--- src/rtl/bitmem_pkg.sv ---
// Shared definitions for the bit memory and its frame reader: geometry
// defaults, reader FSM states and the read-mode encoding.
`timescale 1ns/1ps
package bitmem_pkg;

  localparam int DEPTH_DEFAULT = 8;
  localparam int AW_DEFAULT    = 3;

  typedef enum logic [1:0] {
    ST_IDLE,
    ST_READ,
    ST_DRAIN,
    ST_DONE
  } state_t;

  typedef enum logic {
    MODE_SCAN   = 1'b0,
    MODE_SINGLE = 1'b1
  } mode_t;

endpackage

--- src/rtl/bit_mem_reader_if.sv ---
// Bus between the frame reader, its controller (start/mode/addr), the bit
// memory read port and the serial/LED consumers.
`timescale 1ns/1ps
interface bit_mem_reader_if import bitmem_pkg::*; #(
  parameter int DEPTH = DEPTH_DEFAULT,
  parameter int AW    = AW_DEFAULT
) ();

  logic             start;
  logic             mode;
  logic [AW-1:0]    addr_in;
  logic [AW-1:0]    mem_addr;
  logic             mem_rd_en;
  logic             mem_data;
  logic             tx_bit;
  logic             tx_valid;
  logic             busy;
  logic             done;
  logic [DEPTH-1:0] HW_led;

  modport master (
    output start, mode, addr_in, mem_data,
    input  mem_addr, mem_rd_en, tx_bit, tx_valid, busy, done, HW_led
  );

  modport slave (
    input  start, mode, addr_in, mem_data,
    output mem_addr, mem_rd_en, tx_bit, tx_valid, busy, done, HW_led
  );

endinterface

--- src/rtl/bit_mem_reader_edge_detect.sv ---
// Rising-edge detector for a slow level input; stays disarmed for the first
// cycle after reset so a level already high then is not seen as an edge.
`timescale 1ns/1ps
module edge_detect (
  input  logic clk,
  input  logic rst,
  input  logic sig,
  output logic rise
);

  logic sig_q;
  logic armed;

  // NOTE: sequential state uses non-blocking assignments so every flop samples pre-edge values.
  always_ff @(posedge clk) begin
    if (rst) begin
      sig_q <= 1'b0;
      armed <= 1'b0;
    end else begin
      sig_q <= sig;
      armed <= 1'b1;
    end
  end

  assign rise = armed & sig & ~sig_q;

endmodule

--- src/rtl/bit_mem_reader.sv ---
// Reads a 1-bit memory either as a full scan or a single entry, streams each
// returned bit on tx_bit/tx_valid and mirrors captured values on HW_led.
`timescale 1ns/1ps
module bit_mem_reader import bitmem_pkg::*; #(
  parameter int DEPTH = DEPTH_DEFAULT,
  parameter int AW    = AW_DEFAULT
) (
  input  logic            HW_clk,
  input  logic            HW_rst,
  bit_mem_reader_if.slave bus
);

  state_t           state;
  mode_t            mode_q;
  logic [AW-1:0]    addr_q;
  logic [AW-1:0]    cnt;
  logic [AW-1:0]    cap_addr;
  logic             rd_pending;
  logic             done_q;
  logic             busy_q;
  logic [DEPTH-1:0] led_q;
  logic             trig;
  logic             rd_en;
  logic [AW-1:0]    rd_addr;

  edge_detect u_start_edge (
    .clk  (HW_clk),
    .rst  (HW_rst),
    .sig  (bus.start),
    .rise (trig)
  );

  // NOTE: decoded outputs are continuous assigns, so no latch can be inferred.
  assign rd_en   = (state == ST_READ);
  assign rd_addr = (mode_q == MODE_SINGLE) ? addr_q : cnt;

  always_ff @(posedge HW_clk) begin
    if (HW_rst) begin
      state      <= ST_IDLE;
      mode_q     <= MODE_SCAN;
      addr_q     <= '0;
      cnt        <= '0;
      cap_addr   <= '0;
      rd_pending <= 1'b0;
      done_q     <= 1'b0;
      busy_q     <= 1'b0;
      // NOTE: HW_led is a flop array, not a RAM, so it can and must be cleared on reset.
      led_q      <= '0;
    end else begin
      done_q     <= 1'b0;
      rd_pending <= rd_en;
      cap_addr   <= rd_addr;
      if (rd_pending) led_q[cap_addr] <= bus.mem_data;

      unique case (state)
        ST_IDLE: begin
          if (trig) begin
            mode_q <= mode_t'(bus.mode);
            addr_q <= bus.addr_in;
            cnt    <= '0;
            busy_q <= 1'b1;
            state  <= ST_READ;
          end
        end
        ST_READ: begin
          // The counter parks on the last entry instead of wrapping.
          if (mode_q == MODE_SINGLE || cnt == AW'(DEPTH - 1)) state <= ST_DRAIN;
          else                                                cnt   <= cnt + 1'b1;
        end
        ST_DRAIN: begin
          done_q <= 1'b1;
          state  <= ST_DONE;
        end
        ST_DONE: begin
          busy_q <= 1'b0;
          state  <= ST_IDLE;
        end
        default: state <= ST_IDLE;
      endcase
    end
  end

  assign bus.mem_rd_en = rd_en;
  assign bus.mem_addr  = rd_en ? rd_addr : '0;
  assign bus.tx_valid  = rd_pending;
  // Read data only exists in the cycle after the strobe, so it is gated rather than registered.
  assign bus.tx_bit    = rd_pending & bus.mem_data;
  assign bus.done      = done_q;
  assign bus.busy      = busy_q;
  assign bus.HW_led    = led_q;

endmodule

--- src/flat_wrapper.sv ---
// flat-port wrapper written by rule: the top's interface ports become plain ports
module bit_mem_reader_flat import bitmem_pkg::*;
#(
  parameter int DEPTH = DEPTH_DEFAULT,
  parameter int AW    = AW_DEFAULT
)
  (HW_clk, HW_rst, bus_start, bus_mode, bus_addr_in, bus_mem_data, bus_mem_addr, bus_mem_rd_en, bus_tx_bit, bus_tx_valid, bus_busy, bus_done, bus_HW_led);
  bit_mem_reader_if #(.DEPTH(DEPTH), .AW(AW)) bus_i ();
  input  logic HW_clk;
  input  logic HW_rst;
  input wire logic [$bits(bus_i.start)-1:0] bus_start;
  input wire logic [$bits(bus_i.mode)-1:0] bus_mode;
  input wire logic [$bits(bus_i.addr_in)-1:0] bus_addr_in;
  input wire logic [$bits(bus_i.mem_data)-1:0] bus_mem_data;
  output wire logic [$bits(bus_i.mem_addr)-1:0] bus_mem_addr;
  output wire logic [$bits(bus_i.mem_rd_en)-1:0] bus_mem_rd_en;
  output wire logic [$bits(bus_i.tx_bit)-1:0] bus_tx_bit;
  output wire logic [$bits(bus_i.tx_valid)-1:0] bus_tx_valid;
  output wire logic [$bits(bus_i.busy)-1:0] bus_busy;
  output wire logic [$bits(bus_i.done)-1:0] bus_done;
  output wire logic [$bits(bus_i.HW_led)-1:0] bus_HW_led;
  assign bus_i.start = bus_start;
  assign bus_i.mode = bus_mode;
  assign bus_i.addr_in = bus_addr_in;
  assign bus_i.mem_data = bus_mem_data;
  assign bus_mem_addr = bus_i.mem_addr;
  assign bus_mem_rd_en = bus_i.mem_rd_en;
  assign bus_tx_bit = bus_i.tx_bit;
  assign bus_tx_valid = bus_i.tx_valid;
  assign bus_busy = bus_i.busy;
  assign bus_done = bus_i.done;
  assign bus_HW_led = bus_i.HW_led;
  bit_mem_reader #(.DEPTH(DEPTH), .AW(AW)) u_core (.HW_clk(HW_clk), .HW_rst(HW_rst), .bus(bus_i));
endmodule
--- config.mk ---
export PLATFORM = sky130hd
export DESIGN_NAME = bit_mem_reader_flat
export DESIGN_NICKNAME = d
export VERILOG_FILES = /design/src/rtl/bitmem_pkg.sv /design/src/rtl/bit_mem_reader_if.sv /design/src/rtl/bit_mem_reader_edge_detect.sv /design/src/rtl/bit_mem_reader.sv /design/src/flat_wrapper.sv
export SDC_FILE = /design/constraint.sdc
export NUM_CORES = 1
export LEC_CHECK = 0
export CORE_UTILIZATION = 35
export CTS_CLUSTER_SIZE = 10
export DETAILED_ROUTE_END_ITERATION = 16
export PLACE_DENSITY = 0.59
export SYNTH_ARGS = -nofsm -noshare
export SYNTH_HDL_FRONTEND = slang
export SYNTH_SLANG_ARGS = --single-unit
--- constraint.sdc ---
create_clock -name HW_clk -period 1.37 [get_ports HW_clk]
set_input_delay 0.274 -clock HW_clk [delete_from_list [all_inputs] [get_ports HW_clk]]
set_output_delay 0.274 -clock HW_clk [all_outputs]
set_load 0.005 [all_outputs]
**Run 1: clock nets**

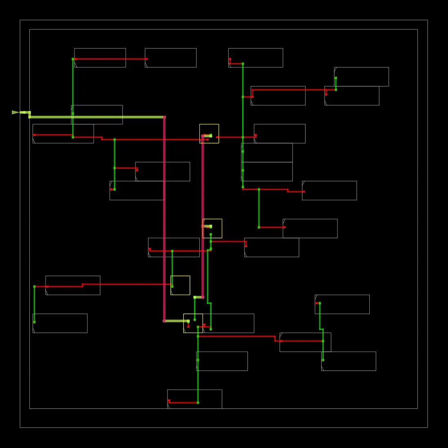
tally of clock buffers in the finished layout: 3
clk sink count: 25
flop count: 25

**Run 1: gate-type map**

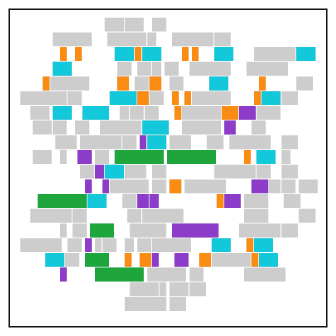
- purple: nand cells (cells 16)
- orange: nor cells (cells 23)
- green: fa/ha/maj cells (cells 6)
- cyan: mux cells (cells 19; where widely spread)
Post-Layout Cell Count: 199
most numerous logic cell after layout: sky130_fd_sc_hd__buf_4
multi-input combinational area share: 39.7%

**Run 1: sizing map**

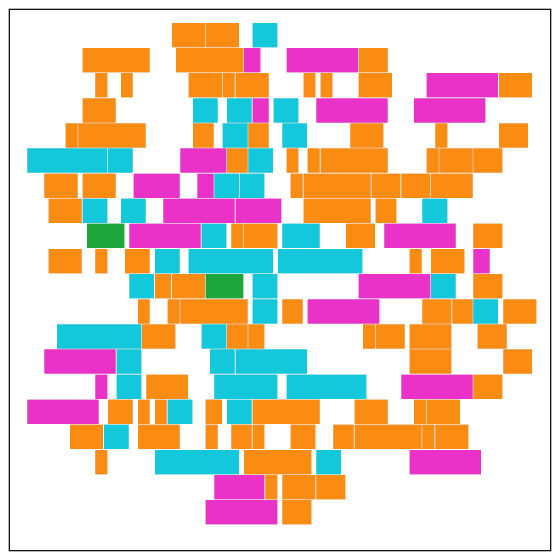
- green: _6 and larger (cells 2; most used buf_6)
- cyan: _3 and _4 cells (cells 37; most used buf_4)
- magenta: _2 cells (cells 23; most used dfxtp_2)
- orange: _0 and _1 cells (cells 93)
cell area after layout: 0.00168 mm2
Layout area overhead: 50.2%

**Run 1: placement by cell class**

The bar under the picture is 20 um long. Fill, decap, tap and diode cells in gray.
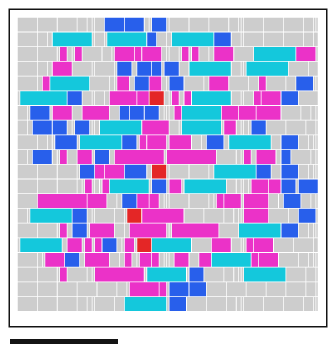
- cyan: sequential cells (cells 25; share of their area 32%)
- red: clock drivers and dummy loads (cells 4; share of their area 1.9%)
- magenta: combinational and other logic (cells 78; share of their area 42%)
- blue: remaining buffers and delay cells (cells 48; share of their area 24%)
floorplan core area: 0.00303 mm2
final core utilization: 55.4%

[run 1: path summary, 6_finish.rpt]
kind,cells after the start,from,endpoint,slack (ns)
max reg2reg,5,u_core.cnt[1],u_core.cnt[2],-0.19
min,2,u_core.bus.busy,u_core.bus.busy,0.47
min reg2reg,2,u_core.bus.busy,u_core.bus.busy,0.47
max,5,u_core.cnt[1],u_core.cnt[2],-0.19
[run 1: flip-flops by register name, summed over array words and instances, names as in the netlist]
| name | count |
|---|---|
| u_core.bus.HW_led | 8 |
| u_core.addr_q | 3 |
| u_core.cap_addr | 3 |
| u_core.cnt | 3 |
| u_core.state | 2 |
| u_core.bus.busy | 1 |
| u_core.bus.done | 1 |
| u_core.bus.tx_valid | 1 |
| u_core.mode_q | 1 |
| u_core.u_start_edge.armed | 1 |
| u_core.u_start_edge.sig_q | 1 |
==> results.json, run 1 <==
{
  "switching_share_pct": 31.3,
  "final_hold_viol_count": 0,
  "edf_count": 0,
  "seq-cell-share_pct": 31.1,
  "ff_type": "sky130_fd_sc_hd__dfxtp_1",
  "cp_data_arrival_time_ns": 1.82,
  "detail-route-antenna-nets": 0,
  "path_common_cell": "sky130_fd_sc_hd__ha_4",
  "place_inst": 189,
  "first_pass_grt_wire_length_um": 4000,
  "multi_input_comb_cells": 74,
  "final.fill_count": 275,
  "non_clock_buffer_area_share_pct": 23.2,
  "path_class": "reg2reg",
  "rsz0062_at_grt": "true",
  "cts_htree_levels": 1,
  "cts_repair_resize_count": 53,
  "slowest_delay_ns": 0.40,
  "postSynthAreaPerCell_um2": 10.5,
  "vias_per_cell": 4.58,
  "fin_total_pwr_mw": 1.99,
  "maxClockFrequency_mhz": 642,
  "busiest_layer": "met2",
  "dominant_cell_area_share_pct": 44.8,
  "synthSimpleGateAreaFrac_pct": 23.5,
  "pwr_density_cell_mw_per_mm2": 1190,
  "seq_power_share_pct": 42.7,
  "grt.met3_usage_pct": 1.98,
  "timing.final.setup_violations": 9,
  "violated_checks": "negative setup slack",
  "root_buffer": "sky130_fd_sc_hd__clkbuf_4",
  "postCtsHoldBufs": 0,
  "timing.critical_path.from_type": "register",
  "cpLargestDelayFamily": "simple AND/OR/NAND/NOR gates",
  "yosysTopAreaCell": "sky130_fd_sc_hd__dfxtp_1",
  "worstSkewPairLatency_ns": 0.33,
  "top_cells_by_count": "sky130_fd_sc_hd__dfxtp_1 (25), sky130_fd_sc_hd__mux2i_1 (19), sky130_fd_sc_hd__nor2_1 (16)",
  "grt.overflow.total": 0,
  "p_comb_share_pct": 39.9,
  "final_critical_path_setup_slack_ns": -0.188,
  "ys_sh_xor_pct": 0,
  "yosys.stat.chipArea_mm2": 0.00112,
  "grt_max_degree": 16,
  "critical_path.cell_chain": "ha_4 -> ha_4 -> or3b_4 -> a22oi_4 -> mux2i_1",
  "clock_power_share_pct": 17.5,
  "gp_routability_congestion": 0.790,
  "power.internal_mw": 1.37,
  "clkTransAtPathRegs_ns": 0.15,
  "globalRouteTotalUtil_pct": 15.7,
  "wl_met2_um": 1210,
  "antenna_diode_count": 0,
  "drv_slew": 0,
  "final.period_utilization_pct": 114,
  "final.setup.tns_ns": -0.969,
  "layout.area.seq_um2": 522,
  "largest_class": "combinational gates",
  "die_width_um": 58.5,
  "required_ns": 1.63,
  "routed-via-count": 911,
  "synth.logic.top_family": "simple AND/OR/NAND/NOR gates",
  "synth.yosys.seq_area_share_pct": 44.8,
  "grt_pass1_vias": 899,
  "grtUsageMet2_pct": 27.8,
  "die.size.y_um": 58.5,
  "port_buffers": 23,
  "numCtsBuffers": 3,
  "crit_buf_inv": 0,
  "post_route_cells_drive_above_1_share_pct": 40.0,
  "layout_min_cycle_time_ns": 1.56,
  "irDropWorstVdd_uv": 653,
  "die_area_mm2": 0.00342,
  "grt_antenna_before_repair": 0,
  "synth.most_common_cell": "sky130_fd_sc_hd__dfxtp_1",
  "lay_top_cells": "sky130_fd_sc_hd__buf_4 (24), sky130_fd_sc_hd__mux2i_1 (16), sky130_fd_sc_hd__nor2_1 (16)",
  "power.switching_uw": 622,
  "finalNetCount": 170,
  "yosys.cell_types.count": 24,
  "power.group.top": "sequential cells",
  "hpwl_um": 1730,
  "met1_length_um": 1040,
  "floorplan.core_util_pct": 36.9,
  "pg_clk_uw": 347,
  "mappedNetlistArea_mm2": 0.00112,
  "inv_count": 4,
  "signal_buffers": 48,
  "firstDrtPassIters": 4,
  "timing.critical_path.slowest_stage_cell": "sky130_fd_sc_hd__or3b_4",
  "clock_path_buffers": 2,
  "status": "finished with violations"
}
**Run 1: M2 wires**

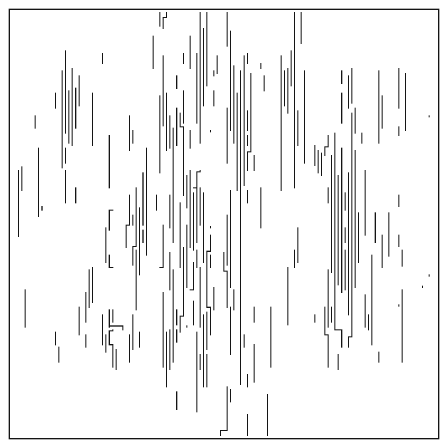

## Run 2: what changed since run 1
--- a/config.mk
+++ b/config.mk
@@ -8,7 +8,7 @@
 export CORE_UTILIZATION = 35
 export CTS_CLUSTER_SIZE = 10
 export DETAILED_ROUTE_END_ITERATION = 16
-export PLACE_DENSITY = 0.59
+export PLACE_DENSITY = 0.6
 export SYNTH_ARGS = -nofsm -noshare
 export SYNTH_HDL_FRONTEND = slang
 export SYNTH_SLANG_ARGS = --single-unit
**Run 2: M2 wires**

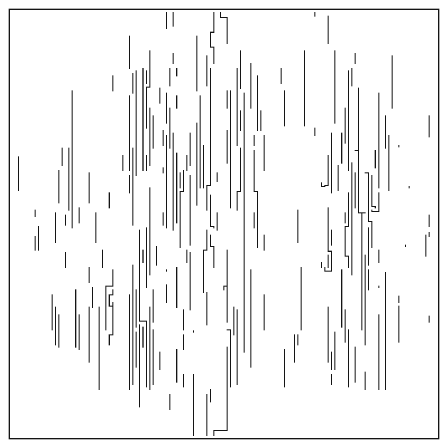
- longest straight run: 35.4 um
- main direction: vertical
met2 GRT Util: 24.6%
total via count after detailed routing: 912
post-detailed-routing wire length: 2300 um

**Run 2: clock nets**

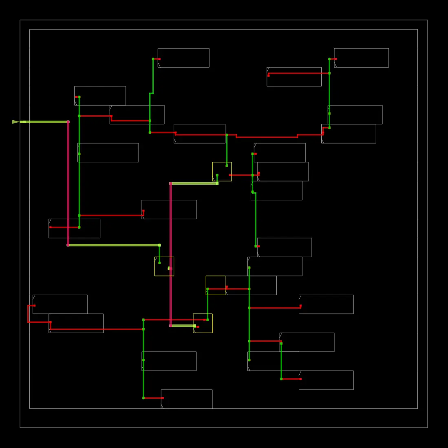
total CTS buffers: 3
clock latency of the later-clocked register in the worst-skew pair: 0.32 ns
clock tree skew after final layout: 0.0117 ns

==> run 2 against run 1 <==
  * The run still ends with negative setup slack left
  * Maximum frequency is 2.2% higher
  * Wire length decreased by 3.2%
  * Core utilization down 0.58 points
  * Global-route usage down 1.1 points
  * Clock power decreased by 3%
  * Worst setup slack better by 0.034 ns
  * Design area fell by 1.0%
  * Register-to-register slack gained 0.03 ns
  * Sequential share of layout area grew 0.33 points
  * Clock-buffer cell count did not move
  * Sequential power hardly changed
  * Non-clock buffer count decreased by 6
  * Largest power group unchanged
==> results.json, run 2 <==
{
  "timing.final.setup_violations": 8,
  "port_buffers": 23,
  "post_route_cells_drive_above_1_share_pct": 36.9,
  "hold_path_end": "u_core.bus.HW_led[1]",
  "ff_type": "sky130_fd_sc_hd__dfxtp_1",
  "synth.most_common_cell": "sky130_fd_sc_hd__dfxtp_1",
  "synthSimpleGateAreaFrac_pct": 23.5,
  "path_class": "reg2reg",
  "status": "finished with violations",
  "pg_clk_uw": 337,
  "finalNetCount": 164,
  "mappedNetlistArea_mm2": 0.00112,
  "gp_routability_congestion": 0.794,
  "dominant_cell_area_share_pct": 44.8,
  "grt_pass1_vias": 846,
  "final_hold_viol_count": 0,
  "crit_path_start": "u_core.cnt[0]",
  "power.switching_uw": 612,
  "die.size.y_um": 58.5,
  "final_critical_path_setup_slack_ns": -0.154,
  "largest_register_ffs": 8,
  "vias_per_cell": 4.73,
  "root_buffer": "sky130_fd_sc_hd__clkbuf_4",
  "place_inst": 187,
  "switching_share_pct": 30.9,
  "pwr_density_cell_mw_per_mm2": 1190,
  "hpwl_um": 1650,
  "globalRouteTotalUtil_pct": 14.6,
  "maxClockFrequency_mhz": 656,
  "final_core_util_pct": 54.8,
  "seq_power_share_pct": 42.9,
  "layout_top_cell_excl_fill_tap": "sky130_fd_sc_hd__mux2i_1",
  "cts_htree_levels": 1,
  "violated_checks": "negative setup slack",
  "crit-reg2reg-launch": "u_core.cnt[0]",
  "layout_min_cycle_time_ns": 1.52,
  "wl_met2_um": 1120
}
[run 2: layout make-up]
type                    count  share of cell area, %
inverters                   4                  0.905
multi-input cells          74                   40.9
well taps                  44                   3.32
flip-flops and latches     25                   31.4
clock inverters             1                  0.452
clock buffers               3                   1.36
repair buffers             42                   21.6
[run 2: worst max-delay path, cell delays in order (launching register included)]
cell and delay [ns]:
sky130_fd_sc_hd__dfxtp_2 0.37, sky130_fd_sc_hd__ha_4 0.16, sky130_fd_sc_hd__ha_4 0.14, sky130_fd_sc_hd__or3b_4 0.39, sky130_fd_sc_hd__a22oi_4 0.19, sky130_fd_sc_hd__mux2i_1 0.21
[run 2: what timing repair did]
item,4_1_cts,5_1_grt
hold buffers,0,0
buffers inserted,2,0
hold endpoints to repair,0,0
gates resized,54,8
setup endpoints to repair,26,15
pin swaps,5,3
Power figures rest on the tool's default switching activity, not on a simulated workload.
